`config.mk`:
```
export PLATFORM = sky130hd
export DESIGN_NAME = fetch_pc_gen
export DESIGN_NICKNAME = d
export VERILOG_FILES = /design/src/rtl/fetch_pkg.sv /design/src/rtl/pht_table.sv /design/src/rtl/fetch_pc_gen.sv
export SDC_FILE = /design/constraint.sdc
export NUM_CORES = 2
export LEC_CHECK = 0
export CORE_ASPECT_RATIO = 0.5
export CORE_MARGIN = 2
export CORE_UTILIZATION = 60
export CTS_CLUSTER_SIZE = 12
export DETAILED_ROUTE_END_ITERATION = 7
export GPL_ROUTABILITY_DRIVEN = 0
export GPL_TIMING_DRIVEN = 0
export PLACE_DENSITY = 0.78
export SYNTH_ARGS = -nofsm -noshare
export SYNTH_HDL_FRONTEND = slang
export SYNTH_SLANG_ARGS = --single-unit
```
`constraint.sdc`:
```
create_clock -name clk_in -period 3.4 [get_ports clk_in]
set_clock_uncertainty 0.05 [all_clocks]
set_input_delay 0.85 -clock clk_in [delete_from_list [all_inputs] [get_ports clk_in]]
set_output_delay 0.85 -clock clk_in [all_outputs]
set_load 0.02 [all_outputs]
```
`src/rtl/fetch_pkg.sv`:
```
// ============================================================================
// Module : fetch_pkg
// Brief  : Shared types, counter encodings and training helper for fetch PC gen
// Rev    : 1.0 - initial release
// ============================================================================
`default_nettype none

package fetch_pkg;

    typedef enum logic [1:0] {
        BOOT = 2'd0,
        RUN  = 2'd1,
        HALT = 2'd2
    } fetch_state_t;

    localparam logic [1:0] SNT      = 2'b00;
    localparam logic [1:0] WNT      = 2'b01;
    localparam logic [1:0] WT       = 2'b10;
    localparam logic [1:0] ST       = 2'b11;
    localparam logic [1:0] CNT_INIT = WNT;

    // Saturating 2-bit counter step toward the resolved direction
    function automatic logic [1:0] cnt_train(input logic [1:0] cnt, input logic taken);
        if (taken)
            return (cnt == ST) ? ST : cnt + 2'd1;
        else
            return (cnt == SNT) ? SNT : cnt - 2'd1;
    endfunction

endpackage

`default_nettype wire

```
`src/rtl/pht_table.sv`:
```
// ============================================================================
// Module : pht_table
// Brief  : Direct-mapped 2-bit counter / target table, async read, trained write
// Rev    : 1.0 - initial release
// ============================================================================
`default_nettype none

module pht_table
    import fetch_pkg::*;
#(
    parameter int IW = 5,
    parameter int PC = 32
) (
    input  logic          clk_in,
    input  logic          rst_n_in,
    input  logic [IW-1:0] rd_index_in,
    output logic          rd_taken_out,
    output logic [PC-1:0] rd_target_out,
    input  logic          wr_en_in,
    input  logic [IW-1:0] wr_index_in,
    input  logic          wr_taken_in,
    input  logic [PC-1:0] wr_target_in
);

    localparam int DEPTH = 1 << IW;

    logic [1:0]    r_cnt [DEPTH];
    logic [PC-1:0] r_tgt [DEPTH];

    always_ff @(posedge clk_in or negedge rst_n_in) begin
        if (!rst_n_in) begin
            for (int i = 0; i < DEPTH; i++) begin
                r_cnt[i] <= CNT_INIT;
                r_tgt[i] <= '0;
            end
        end else if (wr_en_in) begin
            r_cnt[wr_index_in] <= cnt_train(r_cnt[wr_index_in], wr_taken_in);
            if (wr_taken_in)
                r_tgt[wr_index_in] <= wr_target_in;
        end
    end

    // Read returns the pre-write contents on a same-cycle index collision
    assign rd_taken_out  = r_cnt[rd_index_in][1];
    assign rd_target_out = r_tgt[rd_index_in];

endmodule

`default_nettype wire

```
`src/rtl/fetch_pc_gen.sv`:
```
// ============================================================================
// Module : fetch_pc_gen
// Brief  : Fetch-stage next-PC generator with BHT-qualified 2-bit prediction
// Rev    : 1.0 - initial release
// ============================================================================
`default_nettype none

module fetch_pc_gen
    import fetch_pkg::*;
#(
    parameter int            TAG      = 27,
    parameter int            PC       = 32,
    parameter logic [PC-1:0] RESET_PC = '0
) (
    input  logic              clk_in,
    input  logic              rst_n_in,
    output logic              pc_valid_out,
    input  logic              pc_ready_in,
    output logic [PC-1:0]     pc_out,
    output logic              pred_taken_out,
    output logic [PC-TAG-1:0] fetch_index_out,
    output logic [TAG-1:0]    fetch_tag_out,
    input  logic              fetch_hit_in,
    input  logic              update_in,
    input  logic [PC-TAG-1:0] update_index_in,
    input  logic              update_taken_in,
    input  logic [PC-1:0]     update_target_in,
    input  logic              redirect_in,
    input  logic [PC-1:0]     redirect_pc_in,
    input  logic              halt_in
);

    localparam int IW = PC - TAG;

    fetch_state_t  r_state;
    fetch_state_t  w_state_next;
    logic [PC-1:0] r_pc;
    logic [PC-1:0] w_pc_pred;
    logic [PC-1:0] w_tbl_target;
    logic          w_tbl_taken;
    logic          w_valid;
    logic          w_pred_taken;

    pht_table #(
        .IW (IW),
        .PC (PC)
    ) u_pht (
        .clk_in        (clk_in),
        .rst_n_in      (rst_n_in),
        .rd_index_in   (r_pc[IW-1:0]),
        .rd_taken_out  (w_tbl_taken),
        .rd_target_out (w_tbl_target),
        .wr_en_in      (update_in),
        .wr_index_in   (update_index_in),
        .wr_taken_in   (update_taken_in),
        .wr_target_in  (update_target_in)
    );

    always_ff @(posedge clk_in or negedge rst_n_in) begin
        if (!rst_n_in)
            r_state <= BOOT;
        else
            r_state <= w_state_next;
    end

    always_comb begin
        w_state_next = r_state;
        if (redirect_in) begin
            w_state_next = RUN;
        end else begin
            case (r_state)
                BOOT:    w_state_next = RUN;
                RUN:     w_state_next = halt_in ? HALT : RUN;
                HALT:    w_state_next = HALT;
                default: w_state_next = BOOT;
            endcase
        end
    end

    always_comb begin
        w_valid = (r_state == RUN);
    end

    assign w_pred_taken = w_valid & fetch_hit_in & w_tbl_taken;
    assign w_pc_pred    = w_pred_taken ? w_tbl_target : r_pc + PC'(4);

    // BOOT/HALT hold naturally because w_valid is low outside RUN
    always_ff @(posedge clk_in or negedge rst_n_in) begin
        if (!rst_n_in)
            r_pc <= RESET_PC;
        else if (redirect_in)
            r_pc <= redirect_pc_in;
        else if (w_valid && pc_ready_in)
            r_pc <= w_pc_pred;
    end

    assign pc_valid_out    = w_valid;
    assign pc_out          = r_pc;
    assign pred_taken_out  = w_pred_taken;
    assign fetch_index_out = r_pc[IW-1:0];
    assign fetch_tag_out   = r_pc[PC-1:IW];

endmodule

`default_nettype wire

```
Fig. 1: track usage over the die
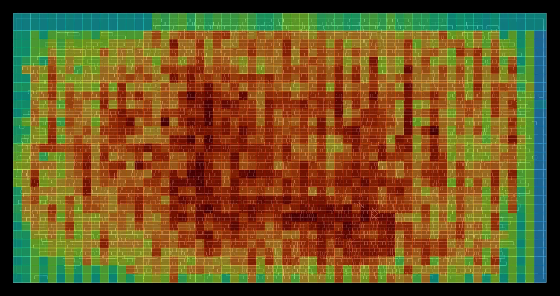
detailed-route wire length per cell: 35.4 microns
Global Route met1 Usage: 51.9%
GRT Total Usage: 40.0%
final design utilization: 69.6%

==> CHANGELOG.md <==
### Physical design

- Result of the run: complete, but fails checks
- Violations in the final reports: design-rule violations, max-capacitance violations, max-slew violations, negative setup slack
- Dpl ws: -1.68 ns
- Post-Syn Instances: 3542
- Clock transition time at the flip-flop clock pins of the worst setup and hold paths: 0.07 ns
- Vias after detailed routing: 35.6k
- Layout filler cell count: 5757
- Core Footprint: 0.0866 sq mm
- Main flop type after synthesis: sky130_fd_sc_hd__dfrtp_1
- Yosys cell count: between 3k and 4k
- Count of boundary I/O pins: 143
- Top Metal Used: met5
- Most used routing layer: met2
- Share of synthesized area occupied by flip-flops and latches: 53.2%
- Register-to-register setup slack: -0.26 ns
- Main area contributors: sky130_fd_sc_hd__dfrtp_1, sky130_fd_sc_hd__mux2_2, sky130_fd_sc_hd__mux4_2, sky130_fd_sc_hd__mux2i_1, sky130_fd_sc_hd__dfstp_2
- Final std cell area, no fill: 0.0603 sq mm
- Fp util: 61.0%
- Worst setup EP type: primary output
- Detailed placer's ending HPWL: around 120000 microns
- Area fraction in compound gates: 2.96%
- Final wirelength: between 150000 and 200000 microns
- Critical Path Stages: 6
- Crit start category: register
- Final tally of hold violations: 0
- Area leader, netlist: sky130_fd_sc_hd__dfrtp_1
- Worst-case setup margin in the final layout: -0.333 ns
- Yosys synthesis chip area: around 0.053 sq mm
- Family with the most delay on the worst path: simple AND/OR/NAND/NOR gates
- Bufs and invs on worst path: 2
- Ys async rst share: 100%
- Slew at the pin with the worst max-slew slack: 1.61 ns
- Achievable Freq: 268 MHz
- Pwr per Cell Area: around 570 mW/mm^2
- Post-synth top cells: sky130_fd_sc_hd__mux2_2, sky130_fd_sc_hd__dfrtp_1, sky130_fd_sc_hd__mux4_2, sky130_fd_sc_hd__clkbuf_1, sky130_fd_sc_hd__buf_2
- Remaining global-route overflow: 0
- Residual DRC count: 6
- MaxCap Viol Count: 1
- Required arrival time at the worst endpoint: 2.50 ns
- Sum of met3 wire segment lengths after detailed routing: 26300 microns
- Share of final-layout standard cells stronger than drive strength 1: 48.7%
- Max Transition Viols Final: 11
- Normalized max-slew margin: -7.64%
- Netlist area before placement: between 0.05 and 0.06 sq mm
- RSZ-0062 raised after global routing: yes
- Setup-failing EPs final: 19
- CP max-delay cell: sky130_fd_sc_hd__dfrtp_2
- Hold-fix buffers, CTS: 0
- Number of buffer cells added on primary ports: ~140
- Post-layout total power: 34.6 mW
- Setup tns final: -1.43 ns
- Die height: approximately 210 microns
- Met3 Use GR: 19.7%
- Most repeated cell in the gate-level netlist after synthesis: sky130_fd_sc_hd__mux2_2
- Commonest cells after routing, fill and taps aside: sky130_fd_sc_hd__mux2_2, sky130_fd_sc_hd__dfrtp_1, sky130_fd_sc_hd__mux4_2, sky130_fd_sc_hd__clkbuf_1, sky130_fd_sc_hd__clkdlybuf4s50_1
- Simple logic cell fraction of the synthesized area: 3.17%
- Clock sinks: 1122
- Die outline area: about 0.091 sq mm
- Number of levels in the clock H-tree: 3
- Synth-to-Final Area Change: 14.0%
Fig. 2: cells colored by class
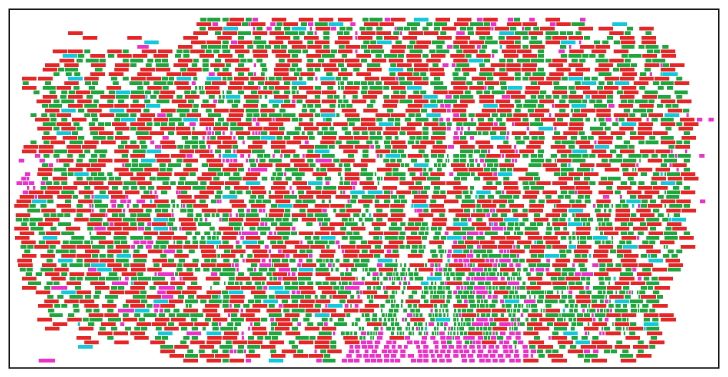
Green stands for combinational and other logic, cells 2061. Red stands for flops, cells 1122. Magenta stands for other buffers and delay cells, cells 558. Cyan stands for clock drivers and dummy loads, cells 139.

## state kept, by name, indices dropped and copies added (netlist names)
signal / cells
u_pht.r_tgt: 1024
pc_out: 32
u_pht.r_cnt: 64
r_state: 2
## report_power, final
part	total, mW	internal, mW	switching [mW]	leakage, nW
Combinational	7.50	3.51	3.99	11.1
Clock	10.8	5.72	5.09	1.39
Sequential	16.3	15.2	1.06	14.8
## area by class of cell
class	instances	area share [%]
Sequential cell	1122	46.7
Multi-Input combinational cell	2055	38.6
Clock buffer	136	4.69
Timing Repair Buffer	202	3.75
Buffer	356	3.72
Tap cell	1170	2.43
Antenna cell	19	0.0789
Clock inverter	3	0.0498
Inverter	6	0.0395
Power is estimated from default activity; no workload was simulated.
